`src/rtl/mem_arb_pkg.sv`:
```
// Shared types and constants for the external memory bus arbiter.
// The optional MEM_ARB_RR_EN build switches arbitration to round-robin.
package mem_arb_pkg;

    localparam int unsigned BURST_LEN_DEF = 4;
    localparam int unsigned WORD_BYTES    = 4;

    // Bit positions inside the {UN, DC, IC} request vector
    localparam int unsigned REQ_IC = 0;
    localparam int unsigned REQ_DC = 1;
    localparam int unsigned REQ_UN = 2;

    typedef enum logic [1:0] {
        GNT_NONE = 2'd0,
        GNT_IC   = 2'd1,
        GNT_DC   = 2'd2,
        GNT_UN   = 2'd3
    } grant_e;

    typedef enum logic [1:0] {
        ST_IDLE = 2'd0,
        ST_XFER = 2'd1,
        ST_DONE = 2'd2
    } state_e;

endpackage

```
`src/rtl/mem_arb_pick.sv`:
```
// Combinational winner select over the {UN, DC, IC} request vector.
// MEM_ARB_RR_EN: round-robin starting after the last winner; otherwise fixed DC > UN > IC.
module mem_arb_pick
    import mem_arb_pkg::*;
(
    input  logic [2:0] req_i,
`ifdef MEM_ARB_RR_EN
    input  grant_e     last_i,
`endif
    output grant_e     win_o
);

    always_comb begin
        win_o = GNT_NONE;
`ifdef MEM_ARB_RR_EN
        // Rotation order is IC -> DC -> UN -> IC
        case (last_i)
            GNT_DC: begin
                if      (req_i[REQ_UN]) win_o = GNT_UN;
                else if (req_i[REQ_IC]) win_o = GNT_IC;
                else if (req_i[REQ_DC]) win_o = GNT_DC;
            end
            GNT_UN: begin
                if      (req_i[REQ_IC]) win_o = GNT_IC;
                else if (req_i[REQ_DC]) win_o = GNT_DC;
                else if (req_i[REQ_UN]) win_o = GNT_UN;
            end
            default: begin
                if      (req_i[REQ_DC]) win_o = GNT_DC;
                else if (req_i[REQ_UN]) win_o = GNT_UN;
                else if (req_i[REQ_IC]) win_o = GNT_IC;
            end
        endcase
`else
        if      (req_i[REQ_DC]) win_o = GNT_DC;
        else if (req_i[REQ_UN]) win_o = GNT_UN;
        else if (req_i[REQ_IC]) win_o = GNT_IC;
`endif
    end

endmodule

```
`src/rtl/mem_bus_arbiter.sv`:
```
// Shares the external memory bus between Icache, Dcache and uncached requesters,
// sequencing line bursts. MEM_ARB_RR_EN selects round-robin arbitration.
module mem_bus_arbiter
    import mem_arb_pkg::*;
#(
    parameter int unsigned BURST_LEN = BURST_LEN_DEF,
    parameter int unsigned AW        = 32,
    parameter int unsigned DW        = 32
) (
    input  logic          clk,
    input  logic          rst_n,
    input  logic          ic_req_i,
    input  logic [AW-1:0] ic_addr_i,
    output logic          ic_ready_o,
    input  logic          dc_req_i,
    input  logic          dc_we_i,
    input  logic [AW-1:0] dc_addr_i,
    input  logic [DW-1:0] dc_wdata_i,
    output logic          dc_ready_o,
    input  logic          un_req_i,
    input  logic          un_we_i,
    input  logic [AW-1:0] un_addr_i,
    input  logic [DW-1:0] un_wdata_i,
    output logic          un_ready_o,
    output logic [DW-1:0] arb_rdata_o,
    output logic          arb_busy_o,
    output logic [1:0]    arb_grant_o,
    output logic          bus_req_o,
    output logic          bus_we_o,
    output logic [AW-1:0] bus_addr_o,
    output logic [DW-1:0] bus_wdata_o,
    input  logic          bus_ack_i,
    input  logic [DW-1:0] bus_rdata_i
);

    localparam int unsigned   CW        = $clog2(BURST_LEN);
    localparam logic [AW-1:0] LINE_MASK = ~AW'(BURST_LEN * WORD_BYTES - 1);

    state_e        state_q, state_d;
    grant_e        grant_q, grant_d;
    logic [CW-1:0] cnt_q,   cnt_d;
    logic [AW-1:0] base_q,  base_d;
    logic          we_q,    we_d;
    grant_e        win;
    logic [CW-1:0] last_beat;
    logic          xfer;
    logic          beat;

`ifdef MEM_ARB_RR_EN
    grant_e        last_q, last_d;

    mem_arb_pick u_pick (
        .req_i  ({un_req_i, dc_req_i, ic_req_i}),
        .last_i (last_q),
        .win_o  (win)
    );
`else
    mem_arb_pick u_pick (
        .req_i  ({un_req_i, dc_req_i, ic_req_i}),
        .win_o  (win)
    );
`endif

    assign last_beat = (grant_q == GNT_UN) ? '0 : CW'(BURST_LEN - 1);
    assign xfer      = (state_q == ST_XFER);
    assign beat      = xfer && bus_ack_i;

    // State and transfer context registers
    always_ff @(posedge clk or negedge rst_n) begin
        if (!rst_n) begin
            state_q <= ST_IDLE;
            grant_q <= GNT_NONE;
            cnt_q   <= '0;
            base_q  <= '0;
            we_q    <= 1'b0;
`ifdef MEM_ARB_RR_EN
            last_q  <= GNT_IC;
`endif
        end else begin
            state_q <= state_d;
            grant_q <= grant_d;
            cnt_q   <= cnt_d;
            base_q  <= base_d;
            we_q    <= we_d;
`ifdef MEM_ARB_RR_EN
            last_q  <= last_d;
`endif
        end
    end

    // Arbitration, beat counting and DONE turnaround
    always_comb begin
        state_d = state_q;
        grant_d = grant_q;
        cnt_d   = cnt_q;
        base_d  = base_q;
        we_d    = we_q;
`ifdef MEM_ARB_RR_EN
        last_d  = last_q;
`endif
        case (state_q)
            ST_IDLE: begin
                if (win != GNT_NONE) begin
                    state_d = ST_XFER;
                    grant_d = win;
                    cnt_d   = '0;
`ifdef MEM_ARB_RR_EN
                    last_d  = win;
`endif
                    case (win)
                        GNT_DC: begin
                            base_d = dc_addr_i & LINE_MASK;
                            we_d   = dc_we_i;
                        end
                        GNT_UN: begin
                            base_d = un_addr_i;
                            we_d   = un_we_i;
                        end
                        default: begin
                            base_d = ic_addr_i & LINE_MASK;
                            we_d   = 1'b0;
                        end
                    endcase
                end
            end
            ST_XFER: begin
                if (bus_ack_i) begin
                    if (cnt_q == last_beat) state_d = ST_DONE;
                    else                    cnt_d   = cnt_q + CW'(1);
                end
            end
            ST_DONE: begin
                state_d = ST_IDLE;
                grant_d = GNT_NONE;
            end
            default: begin
                state_d = ST_IDLE;
                grant_d = GNT_NONE;
            end
        endcase
    end

    assign arb_busy_o  = (state_q != ST_IDLE);
    assign arb_grant_o = grant_q;
    assign bus_req_o   = xfer;
    assign bus_we_o    = xfer && we_q;
    assign bus_addr_o  = xfer ? (base_q + AW'(cnt_q) * AW'(WORD_BYTES)) : '0;
    assign ic_ready_o  = beat && (grant_q == GNT_IC);
    assign dc_ready_o  = beat && (grant_q == GNT_DC);
    assign un_ready_o  = beat && (grant_q == GNT_UN);
    assign arb_rdata_o = beat ? bus_rdata_i : '0;

    // Write data follows the owner so Dcache can advance its beat on dc_ready_o
    always_comb begin
        bus_wdata_o = '0;
        if (xfer && we_q) begin
            case (grant_q)
                GNT_DC:  bus_wdata_o = dc_wdata_i;
                GNT_UN:  bus_wdata_o = un_wdata_i;
                default: bus_wdata_o = '0;
            endcase
        end
    end

endmodule

```
`config.mk`:
```
export PLATFORM = sky130hd
export DESIGN_NAME = mem_bus_arbiter
export DESIGN_NICKNAME = d
export VERILOG_FILES = /design/src/rtl/mem_arb_pkg.sv /design/src/rtl/mem_arb_pick.sv /design/src/rtl/mem_bus_arbiter.sv
export SDC_FILE = /design/constraint.sdc
export NUM_CORES = 1
export LEC_CHECK = 0
export CAP_MARGIN = 10
export CORE_AREA = 3 3 118 120
export CTS_CLUSTER_DIAMETER = 120
export DETAILED_ROUTE_END_ITERATION = 10
export DIE_AREA = 0 0 121 123
export PLACE_DENSITY = 0.74
export REMOVE_ABC_BUFFERS = 1
export SLEW_MARGIN = 10
export SYNTH_ARGS = -nofsm -noshare
export SYNTH_HDL_FRONTEND = slang
export SYNTH_SLANG_ARGS = --single-unit
```
`constraint.sdc`:
```
create_clock -name clk -period 2.39 [get_ports clk]
set_input_delay 0.3585 -clock clk [delete_from_list [all_inputs] [get_ports clk]]
set_output_delay 0.3585 -clock clk [all_outputs]
set_load 0.01 [all_outputs]
```
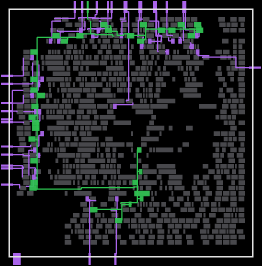
(images/io_fan.png)
Scale: 2 px per µm.
purple -> dc_addr_i  # direction input, end cells 28, buffers 28, wire 654 µm
green -> un_req_i  # direction input, end cells 34, buffers 3, wire 323 µm

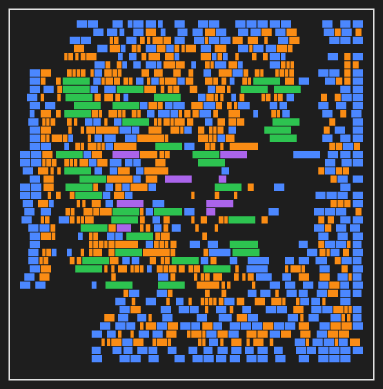
(images/placement_by_type.png)
Scale: 3 px per µm.
green -> sequential cells  # cells 39
orange -> combinational and other logic  # cells 418
blue -> remaining buffers and delay cells  # cells 366
purple -> clock drivers and dummy loads  # cells 8

==> summary.txt <==
impl run done, here's what came out: ys async rst share=100%, Place WS=-0.599 ns, # setup viols final=19, Final Power=just over 6000 µW, pins over their slew limit=0, syn_area_per_cell=between 7 and 8 µm², total wire length=between 15,000 and 20,000 µm, sequential-to-total area share from yosys stat=a little over a quarter, Setup crit end kind=output port, total grt overflow=0, Routed WL per cell=16.1 µm, clk ins delay skew pair=0.28 ns, vias per cell=4.87, synth-to-layout area growth=107%, # rows=42, Worst VDD drop=roughly 0.62 mV, fin cells=1,009, Unique cell types=38, tool warnings=35, Mapped Cells=between 400 and 500, clk sink count=39, main flop type=dfrtp_1, Top cells by area=dfrtp_1, mux2i_1, nor2_1, violated checks=negative setup slack, vias=4,917, yosys cell count=roughly 500, Worst Path Arrival=approximately 2.4 ns, Post-synth EDFFs=0, CTS clk-pin slew, worst paths=~0.06 ns, Final nets=~1,000, largest net degree at the start of global routing=roughly 67, Initial DRT Pass Iterations=4, Final min period=2.79 ns, Num CTS Buffers=5, CP max FO=6, number of DRC markers in iteration 0=between 200 and 250, worst-case clock skew=0.00465 ns, antenna violations before repair=2, final hold viol count=0, dpl cell area=7110 µm², Placed Cells=just under 1,000, Root Buffer=clkbuf_16, final core occ=57.1%, Fmax=about 360 MHz, Setup Crit Path Kind=reg -> out, Core Box Area=about 13,000 µm², IO Port Bufs=a little under 300, WP data required=2.03 ns, top cells by count=nor2_1, mux2i_1, nand2_1, a21oi_1, o21ai_0, # IOs=304, status=finished, violations left, RSZ-0062 raised after global routing=true, GPL Wtd Cong=between 0.8 and 0.9, Worst setup SP type=register, Fillers=roughly 1,200, fin area=7480 µm², setup slack after layout=-0.397 ns, Tightest Pin Transition=between 0.6 and 0.7 ns, DP HPWL=12,900 µm, yosys synthesis chip area=between 3000 and 4000 µm², Die H=between 100 and 150 µm, P per Cell Area=830 nW/µm², Max Root-Sink Buffers=2, Yosys top cell area share=between 20% and 30%, max-cap violations=0, H-tree depth=2, sequential cell area=around 980 µm², Final Cycle Share=117%, vias in the first global route=between 4,000 and 5,000, synthesized area=approximately 3600 µm², leakage power=0.00345 µW, CTS tree=yes, worst rel slew slack=between 50% and 60%
routing by layer:
metal	vias to the layer above	part of all wire, %	GRT usage, %
li1	2434	-	-
met3	26	7.5	4.89
met2	195	52	37.8
met5	-	0	0
met1	2262	38	23.6
met4	0	2.5	6.02
report_power, final:
part           switching, µW  internal (µW)  leakage, µW
Clock                    258            416    0.0000731
Combinational           2170           2150      0.00289
Sequential               241            966     0.000488
placed cells by master (no fill, tap or decap), types with 3 or more instances in the layout:
cell / n
a21oi_1: 40
a21oi_2: 6
a41o_1: 3
and2_1: 9
and3_1: 33
and4_1: 3
buf_12: 3
buf_2: 22
buf_4: 56
buf_6: 13
clkbuf_16: 6
clkbuf_2: 5
clkdlybuf4s50_1: 228
dfrtp_1: 37
dlygate4sd2_1: 35
inv_1: 8
mux2i_1: 60
nand2_1: 54
nand3_1: 7
nand4_1: 6
nor2_1: 78
nor2b_1: 3
nor3_1: 3
o21ai_0: 41
o31ai_1: 8
or4_1: 4
or4_4: 7
xnor2_1: 8
xor2_1: 3
flip-flops by register name (all words and copies together) (netlist names):
| name | cells |
|---|---|
| arb_grant_o | 2 |
| base_q | 32 |
| cnt_q | 2 |
| state_q | 2 |
| we_q | 1 |
path summary, 6_finish.rpt:
| kind | startpoint | end | slack, ns | depth (start not counted) |
|---|---|---|---|---|
| worst max-delay path | cnt_q[0] | bus_addr_o[20] | -0.40 | 7 |
| worst min-delay path | rst_n | base_q[31] | 0.06 | 1 |
| worst max register to register | arb_grant_o[0] | state_q[0] | 0.80 | 5 |
| worst min register to register | base_q[0] | base_q[0] | 0.47 | 2 |
| max in group asynchronous | rst_n | cnt_q[1] | 1.77 | 2 |
| min in group clk | base_q[0] | base_q[0] | 0.47 | 2 |
critical path, cell delays in order (launching register included):
cell and delay (ns):
dfrtp_1 0.40, ha_4 0.17, fa_2 0.20, nand4_1 0.12, or3_4 0.46, or4_4 0.53
a21oi_2 0.13, buf_2 0.14
logic make-up after synthesis:
| group | Yosys count | synth area share, % |
|---|---|---|
| and+or+nand+nor | 224 | 30.5 |
| AOI/OAI and AO/OA | 110 | 16.8 |
| muxes | 60 | 16.6 |
| buffers and inverters | 48 | 5.19 |
| DFF | 39 | 27.0 |
| xor gates and xnor gates | 11 | 2.66 |
| adders and majority gates | 3 | 1.25 |
what timing repair did:
action | 4_1_cts | 5_1_grt
setup endpoints to repair | 63 | 32
cloned | 1 | 1
resized | 151 | 47
pin swaps | 26 | 20
setup buffers | 7 | 6
hold buffers | 0 | 0
hold endpoints to repair | 0 | 0
final cells by class:
class                           instances  area share, %
Timing Repair Buffer                  366           45.6
Antenna cell                            2         0.0669
Multi-Input combinational cell        409           35.7
Clock inverter                          2          0.218
Inverter                                9          0.452
Sequential cell                        39           13.1
Tap cell                              176           2.95
Clock buffer                            6           1.86
stage by stage:
step / hold slack (ns) / TNS, ns
2_1_floorplan: 0.0629 / -76.70
5_1_grt: 0.0810 / -6.51
3_5_place_dp: 0.365 / -6.81
3_3_place_gp: 0.362 / -6.05
4_1_cts: 0.0661 / -4.11
6_report: 0.0586 / -4.58
Power is estimated from default activity; no workload was simulated.
